--- src/rtl/serial_tx_scheduler_pkg.sv ---
// Shared serial framing constants and transmit FSM state type.
// Also imported by the receive path (start-bit detect, S2P).
package serial_pkg;

  localparam int FRAME_BITS = 10;
  localparam logic START_BIT = 1'b0;
  localparam logic STOP_BIT = 1'b1;
  localparam logic [FRAME_BITS-1:0] IDLE_FRAME = 10'h3FF;

  typedef enum logic [1:0] {
    IDLE,
    LOAD,
    SEND,
    DONE
  } tx_state_t;

  // Bit 0 leaves the shift register first, so the start bit sits in the LSB.
  function automatic logic [FRAME_BITS-1:0] build_frame(input logic [7:0] data);
    return {STOP_BIT, data, START_BIT};
  endfunction

endpackage

--- src/rtl/serial_tx_scheduler_if.sv ---
// Host-side request bus and P2S control bundle for the transmit scheduler.
// The master side is the byte sources; the slave side is the scheduler.
interface serial_tx_scheduler_if #(
  parameter int NUM_REQ = 4
);
  import serial_pkg::*;

  localparam int IDX_W = $clog2(NUM_REQ);

  logic                   transmit_enable;
  logic [NUM_REQ-1:0]     req;
  logic [8*NUM_REQ-1:0]   req_data;
  logic [NUM_REQ-1:0]     grant;
  logic                   p2s_load;
  logic [FRAME_BITS-1:0]  p2s_frame;
  logic                   p2s_shift;
  logic                   tx_active;
  logic                   char_sent;
  logic [IDX_W-1:0]       last_src;

  modport master (
    output transmit_enable, req, req_data,
    input  grant, p2s_load, p2s_frame, p2s_shift, tx_active, char_sent, last_src
  );

  modport slave (
    input  transmit_enable, req, req_data,
    output grant, p2s_load, p2s_frame, p2s_shift, tx_active, char_sent, last_src
  );

endinterface

--- src/rtl/serial_tx_scheduler_rr_arbiter.sv ---
// Combinational round-robin arbiter: the first asserted request at or after
// rr_ptr (wrapping) wins.
module rr_arbiter #(
  parameter int NUM_REQ = 4,
  localparam int IDX_W = $clog2(NUM_REQ)
) (
  input  logic [NUM_REQ-1:0] req,
  input  logic [IDX_W-1:0]   rr_ptr,
  output logic               valid,
  output logic [IDX_W-1:0]   winner
);

  logic [IDX_W-1:0]   cand_idx [NUM_REQ];
  logic [NUM_REQ-1:0] cand_req;

  // Candidate gi is the requester gi places after rr_ptr, wrapped without a divider.
  for (genvar gi = 0; gi < NUM_REQ; gi++) begin : g_rot
    logic [IDX_W:0] sum;
    assign sum = {1'b0, rr_ptr} + (IDX_W+1)'(gi);
    assign cand_idx[gi] = (sum >= (IDX_W+1)'(NUM_REQ)) ?
                          IDX_W'(sum - (IDX_W+1)'(NUM_REQ)) : sum[IDX_W-1:0];
    assign cand_req[gi] = req[cand_idx[gi]];
  end

  always_comb begin
    valid  = |cand_req;
    winner = '0;
    for (int i = NUM_REQ - 1; i >= 0; i--) begin
      if (cand_req[i]) begin
        winner = cand_idx[i];
      end
    end
  end

endmodule

--- src/rtl/serial_tx_scheduler.sv ---
// Transmit scheduler: picks a requester round-robin, loads its framed byte
// into the P2S register and paces one shift every CLKS_PER_BIT clocks.
module serial_tx_scheduler
  import serial_pkg::*;
#(
  parameter int NUM_REQ      = 4,
  parameter int CLKS_PER_BIT = 16
) (
  input  logic clk,
  input  logic reset,
  serial_tx_scheduler_if.slave bus
);

  localparam int IDX_W = $clog2(NUM_REQ);
  localparam int SC_W  = $clog2(CLKS_PER_BIT);

  tx_state_t             state_reg;
  logic [NUM_REQ-1:0]    grant_reg;
  logic                  p2s_load_reg;
  logic [FRAME_BITS-1:0] p2s_frame_reg;
  logic                  p2s_shift_reg;
  logic                  tx_active_reg;
  logic                  char_sent_reg;
  logic [IDX_W-1:0]      last_src_reg;
  logic [IDX_W-1:0]      rr_ptr_reg;
  logic [SC_W-1:0]       sample_cnt_reg;
  logic [3:0]            bit_cnt_reg;

  logic                  arb_valid;
  logic [IDX_W-1:0]      arb_winner;
  logic [7:0]            req_byte [NUM_REQ];
  logic [IDX_W-1:0]      rr_ptr_next;

  for (genvar gi = 0; gi < NUM_REQ; gi++) begin : g_bytes
    assign req_byte[gi] = bus.req_data[8*gi +: 8];
  end

  rr_arbiter #(.NUM_REQ(NUM_REQ)) u_arb (
    .req    (bus.req),
    .rr_ptr (rr_ptr_reg),
    .valid  (arb_valid),
    .winner (arb_winner)
  );

  assign rr_ptr_next = (last_src_reg == IDX_W'(NUM_REQ - 1)) ? '0 : last_src_reg + IDX_W'(1);

  // Outputs are registered, so every pulse is set on the edge that enters its cycle.
  always_ff @(posedge clk or posedge reset) begin
    if (reset) begin
      state_reg      <= IDLE;
      grant_reg      <= '0;
      p2s_load_reg   <= 1'b0;
      p2s_frame_reg  <= IDLE_FRAME;
      p2s_shift_reg  <= 1'b0;
      tx_active_reg  <= 1'b0;
      char_sent_reg  <= 1'b0;
      last_src_reg   <= '0;
      rr_ptr_reg     <= '0;
      sample_cnt_reg <= '0;
      bit_cnt_reg    <= '0;
    end else begin
      grant_reg     <= '0;
      p2s_load_reg  <= 1'b0;
      p2s_shift_reg <= 1'b0;
      char_sent_reg <= 1'b0;
      case (state_reg)
        IDLE: begin
          if (bus.transmit_enable && arb_valid) begin
            state_reg     <= LOAD;
            grant_reg     <= NUM_REQ'(1) << arb_winner;
            p2s_load_reg  <= 1'b1;
            p2s_frame_reg <= build_frame(req_byte[arb_winner]);
            tx_active_reg <= 1'b1;
            last_src_reg  <= arb_winner;
          end
        end
        LOAD: begin
          sample_cnt_reg <= '0;
          bit_cnt_reg    <= '0;
          state_reg      <= SEND;
        end
        SEND: begin
          if (sample_cnt_reg == SC_W'(CLKS_PER_BIT - 1)) begin
            sample_cnt_reg <= '0;
            bit_cnt_reg    <= bit_cnt_reg + 4'd1;
            if (bit_cnt_reg == 4'(FRAME_BITS - 1)) begin
              state_reg     <= DONE;
              char_sent_reg <= 1'b1;
              tx_active_reg <= 1'b0;
            end
          end else begin
            sample_cnt_reg <= sample_cnt_reg + SC_W'(1);
            // Raise the shift so it is visible in the cycle the counter hits its top.
            if (sample_cnt_reg == SC_W'(CLKS_PER_BIT - 2)) begin
              p2s_shift_reg <= 1'b1;
            end
          end
        end
        DONE: begin
          rr_ptr_reg <= rr_ptr_next;
          state_reg  <= IDLE;
        end
        default: state_reg <= IDLE;
      endcase
    end
  end

  assign bus.grant     = grant_reg;
  assign bus.p2s_load  = p2s_load_reg;
  assign bus.p2s_frame = p2s_frame_reg;
  assign bus.p2s_shift = p2s_shift_reg;
  assign bus.tx_active = tx_active_reg;
  assign bus.char_sent = char_sent_reg;
  assign bus.last_src  = last_src_reg;

endmodule

--- src/flat_wrapper.sv ---
// flat-port wrapper written by rule: the top's interface ports become plain ports
module serial_tx_scheduler_flat import serial_pkg::*;
#(
  parameter int NUM_REQ      = 4,
  parameter int CLKS_PER_BIT = 16
)
  (clk, reset, bus_transmit_enable, bus_req, bus_req_data, bus_grant, bus_p2s_load, bus_p2s_frame, bus_p2s_shift, bus_tx_active, bus_char_sent, bus_last_src);
  serial_tx_scheduler_if #(.NUM_REQ(NUM_REQ)) bus_i ();
  input  logic clk;
  input  logic reset;
  input wire logic [$bits(bus_i.transmit_enable)-1:0] bus_transmit_enable;
  input wire logic [$bits(bus_i.req)-1:0] bus_req;
  input wire logic [$bits(bus_i.req_data)-1:0] bus_req_data;
  output wire logic [$bits(bus_i.grant)-1:0] bus_grant;
  output wire logic [$bits(bus_i.p2s_load)-1:0] bus_p2s_load;
  output wire logic [$bits(bus_i.p2s_frame)-1:0] bus_p2s_frame;
  output wire logic [$bits(bus_i.p2s_shift)-1:0] bus_p2s_shift;
  output wire logic [$bits(bus_i.tx_active)-1:0] bus_tx_active;
  output wire logic [$bits(bus_i.char_sent)-1:0] bus_char_sent;
  output wire logic [$bits(bus_i.last_src)-1:0] bus_last_src;
  assign bus_i.transmit_enable = bus_transmit_enable;
  assign bus_i.req = bus_req;
  assign bus_i.req_data = bus_req_data;
  assign bus_grant = bus_i.grant;
  assign bus_p2s_load = bus_i.p2s_load;
  assign bus_p2s_frame = bus_i.p2s_frame;
  assign bus_p2s_shift = bus_i.p2s_shift;
  assign bus_tx_active = bus_i.tx_active;
  assign bus_char_sent = bus_i.char_sent;
  assign bus_last_src = bus_i.last_src;
  serial_tx_scheduler #(.NUM_REQ(NUM_REQ), .CLKS_PER_BIT(CLKS_PER_BIT)) u_core (.clk(clk), .reset(reset), .bus(bus_i));
endmodule
--- config.mk ---
export PLATFORM = sky130hd
export DESIGN_NAME = serial_tx_scheduler_flat
export DESIGN_NICKNAME = d
export VERILOG_FILES = /design/src/rtl/serial_tx_scheduler_pkg.sv /design/src/rtl/serial_tx_scheduler_if.sv /design/src/rtl/serial_tx_scheduler_rr_arbiter.sv /design/src/rtl/serial_tx_scheduler.sv /design/src/flat_wrapper.sv
export SDC_FILE = /design/constraint.sdc
export NUM_CORES = 1
export LEC_CHECK = 0
export CAP_MARGIN = 30
export CORE_MARGIN = 2
export CORE_UTILIZATION = 50
export DETAILED_ROUTE_END_ITERATION = 8
export MAX_ROUTING_LAYER = met4
export PLACE_DENSITY = 0.86
export REMOVE_ABC_BUFFERS = 1
export SLEW_MARGIN = 20
export SYNTH_ARGS = -nofsm -noshare
export SYNTH_HDL_FRONTEND = slang
export SYNTH_SLANG_ARGS = --single-unit
export TNS_END_PERCENT = 20
--- constraint.sdc ---
create_clock -name clk -period 3.9 [get_ports clk]
set_input_delay 0.78 -clock clk [delete_from_list [all_inputs] [get_ports clk]]
set_output_delay 0.78 -clock clk [all_outputs]
set_load 0.005 [all_outputs]
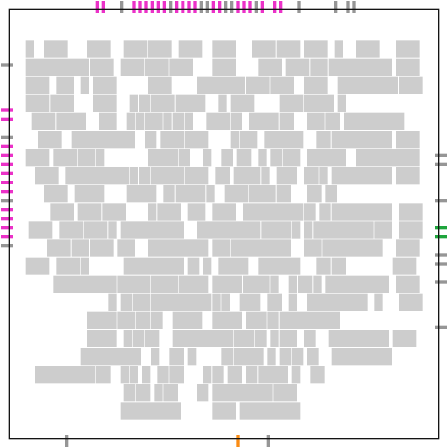
(pin placement)
Pins as bars across the die edge, other pins in grey.
orange -> bus_p2s_shift  # pins 1, direction output, edge south
magenta -> bus_req_data  # pins 32, direction input, edge 20 north, 12 west
green -> bus_last_src  # pins 2, direction output, edge east
all pins by edge = 31 north, 16 west, 9 east, 3 south
floorplan die height: 64.4 um
horizontal extent of the die: 64.4 um

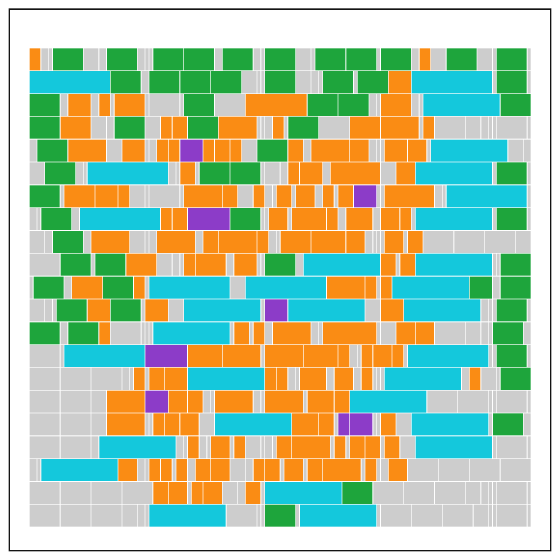
(cell classes on the final placement)
Fill, decap, tap and diode cells in grey.
purple -> clock drivers and dummy loads  # cells 8
orange -> combinational and other logic  # cells 141
cyan -> flops  # cells 31
green -> other buffers and delay cells  # cells 58
Finished Core Util: 72.3%
area of the core region: 3420 sq um
number of placement rows: 21

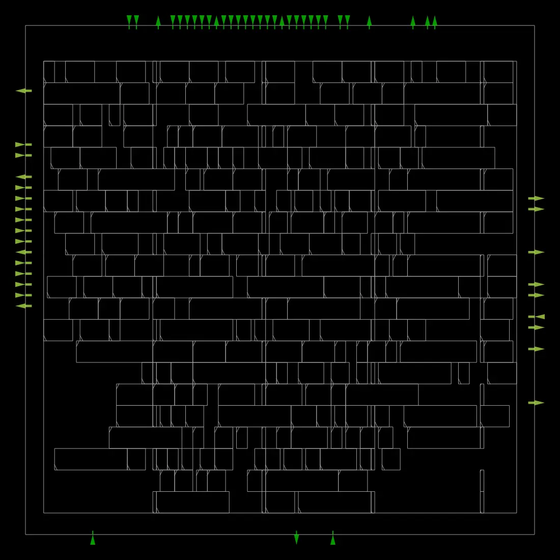
(cell outlines without signal wires)
Cell Count, Final, Fillers Out: 284
# Taps: 46
flop share of the area: 31.9%
number of filler cells placed in the layout: 248

==> flow_summary.html <==
<p>Metrics extracted from the flow reports.</p>
<table>
<tr><th>Metric</th><th>Value</th></tr>
<tr><th colspan="2">Floorplanning</th></tr>
<tr><td>Ports</td><td>59</td></tr>
<tr><td>Area of the die</td><td>4140 sq um</td></tr>
<tr><th colspan="2">CTS</th></tr>
<tr><td>Clock-pin slew reported for the worst setup and hold paths after clock tree synthesis</td><td>90 ps</td></tr>
<tr><td>CTS Buf Count</td><td>5</td></tr>
<tr><td>Number of H-tree levels</td><td>2</td></tr>
<tr><td>Quantity of hold-fixing buffers added after cts</td><td>0</td></tr>
<tr><td>CTS tree</td><td>done</td></tr>
<tr><th colspan="2">Timing</th></tr>
<tr><td>Max-slew violation count</td><td>0</td></tr>
<tr><td>Hold slack</td><td>494 ps</td></tr>
<tr><td>RSZ-0062 raised after global routing</td><td>false</td></tr>
<tr><td>Final worst path period share</td><td>61.3%</td></tr>
<tr><td>Setup tns final</td><td>0 ps</td></tr>
<tr><td>Worst rel slew slack</td><td>62.1%</td></tr>
<tr><th colspan="2">Logic synthesis</th></tr>
<tr><td>Post-synth design cell area</td><td>1820 sq um</td></tr>
<tr><td>Post-Synth Adder-Cell Area</td><td>6.87%</td></tr>
<tr><td>Simple-gate share of the synthesized area</td><td>19.2%</td></tr>
<tr><td>Area fraction of the dominant cell type after synthesis</td><td>30.2%</td></tr>
<tr><td>Count of unique library cells instantiated by Yosys</td><td>42</td></tr>
<tr><td>Synth Instances</td><td>178</td></tr>
<tr><td>Largest family of logic cells by area</td><td>simple AND/OR/NAND/NOR gates</td></tr>
<tr><td>Post-synthesis area per instance</td><td>10.2 sq um</td></tr>
<tr><td>Top cells by area</td><td>sky130_fd_sc_hd__dfrtp_1 30%, sky130_fd_sc_hd__dfstp_2 13%, sky130_fd_sc_hd__ha_1 6.9%</td></tr>
<tr><td>Primary flip-flop cell chosen by synthesis mapping</td><td>sky130_fd_sc_hd__dfrtp_1</td></tr>
<tr><td># Cells Yosys</td><td>178</td></tr>
<tr><td>Share of flip-flops with an asynchronous set or reset</td><td>100%</td></tr>
<tr><td>Total of flip-flops plus latches after synthesis</td><td>31</td></tr>
<tr><th colspan="2">Global routing</th></tr>
<tr><td>Total congestion overflow</td><td>0</td></tr>
<tr><td>Global-route wire length before repair</td><td>6260 um</td></tr>
<tr><th colspan="2">Critical path</th></tr>
<tr><td>Critical path arrival</td><td>2630 ps</td></tr>
<tr><td>Worst-path fanout max</td><td>12</td></tr>
<tr><td>Beginning of the worst register-to-register path</td><td>u_core.rr_ptr_reg[1]$_DFFE_PP0N_</td></tr>
<tr><td>Critical Path End</td><td>u_core.bus.p2s_frame[2]$_DFFE_PP1P_</td></tr>
<tr><td>Crit path launch type</td><td>input port</td></tr>
<tr><th colspan="2">Final layout</th></tr>
<tr><td>Total Nets Final</td><td>286</td></tr>
<tr><td>Fraction of layout instances using a drive strength above 1</td><td>14.7%</td></tr>
<tr><td>FF+latch area</td><td>787 sq um</td></tr>
<tr><td>Antenna cell count</td><td>0</td></tr>
<tr><td>Non-clock buffer instance count of the final layout</td><td>58</td></tr>
<tr><td>Commonest non-fill, non-tap cell in the layout</td><td>sky130_fd_sc_hd__clkdlybuf4s50_1</td></tr>
<tr><td>Final clock-cell share</td><td>2.79%</td></tr>
<tr><td>Flip-flop count of the largest register, all copies and words added</td><td>9</td></tr>
<tr><th colspan="2">Outcome</th></tr>
<tr><td>Result of the run</td><td>finished clean</td></tr>
<tr><th colspan="2">Place</th></tr>
<tr><td>Post-detail-place hpwl</td><td>2900 um</td></tr>
<tr><td>Count of input and output buffers</td><td>57</td></tr>
<tr><td>Weighted congestion at the end of routability-driven global placement</td><td>0.772</td></tr>
<tr><th colspan="2">Drt</th></tr>
<tr><td>Routed via count divided by cell count</td><td>5.23</td></tr>
<tr><td>Router iterations before antenna repair</td><td>4</td></tr>
<tr><td>Number of design-rule violations left by the first detailed-router iteration</td><td>78</td></tr>
<tr><th colspan="2">Hold path</th></tr>
<tr><td>Hold_sp</td><td>u_core.bus.p2s_frame[0]$_DFFE_PP1P_</td></tr>
<tr><td>Cells on Worst Hold Path</td><td>1</td></tr>
<tr><th colspan="2">Run</th></tr>
<tr><td>Tool warnings</td><td>31</td></tr>
<tr><th colspan="2">Power</th></tr>
<tr><td>Total power</td><td>614 uW</td></tr>
<tr><td>Maximum VDD drop</td><td>0.000148 V</td></tr>
<tr><td>Power density over cell area</td><td>249 nW/um^2</td></tr>
</table>
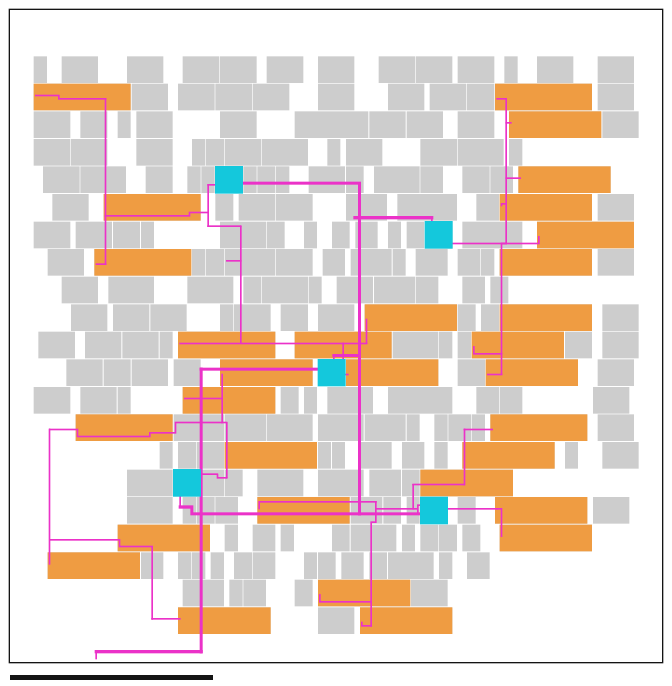
(clock wires, drivers and flops)
The bar under the picture is 20 um long.
magenta -> clock wires  # length 400 um
cyan -> clock drivers  # count 5
orange -> flip-flops  # count 31
routed clock nets = 6
clock share of power: 34.9%
clk_lat worst skew: 340 ps

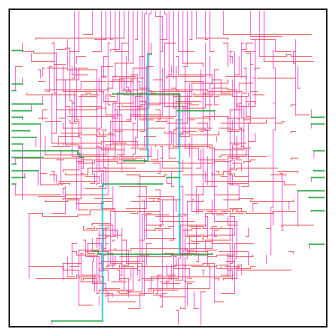
(wiring by layer)
magenta -> metal 2  # wire length 1850 um
cyan -> metal 4  # wire length 78.9 um
green -> metal 3  # wire length 170 um
red -> metal 1  # wire length 1730 um
combined global-route utilization of all metal layers: 20.0%
Routed WL: 3820 um
final routed wire length divided by cell count: 13.5 um
detailed-route via count: 1486

[critical path, stage by stage]
cell	delay, ps
sky130_fd_sc_hd__clkdlybuf4s50_1	510
sky130_fd_sc_hd__or4_4	580
sky130_fd_sc_hd__nand3_4	150
sky130_fd_sc_hd__inv_4	100
sky130_fd_sc_hd__o21ai_4	170
sky130_fd_sc_hd__a211oi_2	90
sky130_fd_sc_hd__a211oi_1	250
[cells in the mapped netlist, drive strengths merged (6+ instances only)]
library cell / n
inv: 12
o21ai: 9
dfrtp: 22
nor2: 15
ha: 10
a211oi: 16
nand3: 6
mux2i: 9
nor3: 12
nand2: 17
dfstp: 9
[stage by stage]
step / setup slack [ps] / instances / area, sq um
CTS: 1500 / 284 / 2470
detailed placement: 1150 / 276 / 2400
global placement: 1190 / 276 / 2400
finish: 1510 / 284 / 2470
global route: 1370 / 284 / 2470
floorplan: 1870 / 172 / 1760
[power breakdown]
| part | switching [mW] | leakage [nW] | internal (mW) |
|---|---|---|---|
| clock | 0.108 | 0.0386 | 0.106 |
| sequential | 0 | 0.385 | 0.322 |
| combinational | 0.0332 | 0.658 | 0.0451 |
| total | 0.141 | 1.08 | 0.473 |
[kinds of logic after synthesis]
kind of cell / after synthesis
DFF: 31
adders and majority gates: 10
muxes: 12
xor gates and xnor gates: 1
and+or+nand+nor: 68
other: 1
buffers and inverters: 18
AOI/OAI and AO/OA: 37
[metal layers]
metal	share of wire (%)	up-vias	track usage [%]	routed length, um
met5	0	-	-	0
li1	-	742	-	-
met2	48	34	30.9	1850
met4	2.0	0	7.45	78
met3	4.4	7	5.28	169
met1	45	703	25.5	1730
Power and IR drop assume default switching activity.
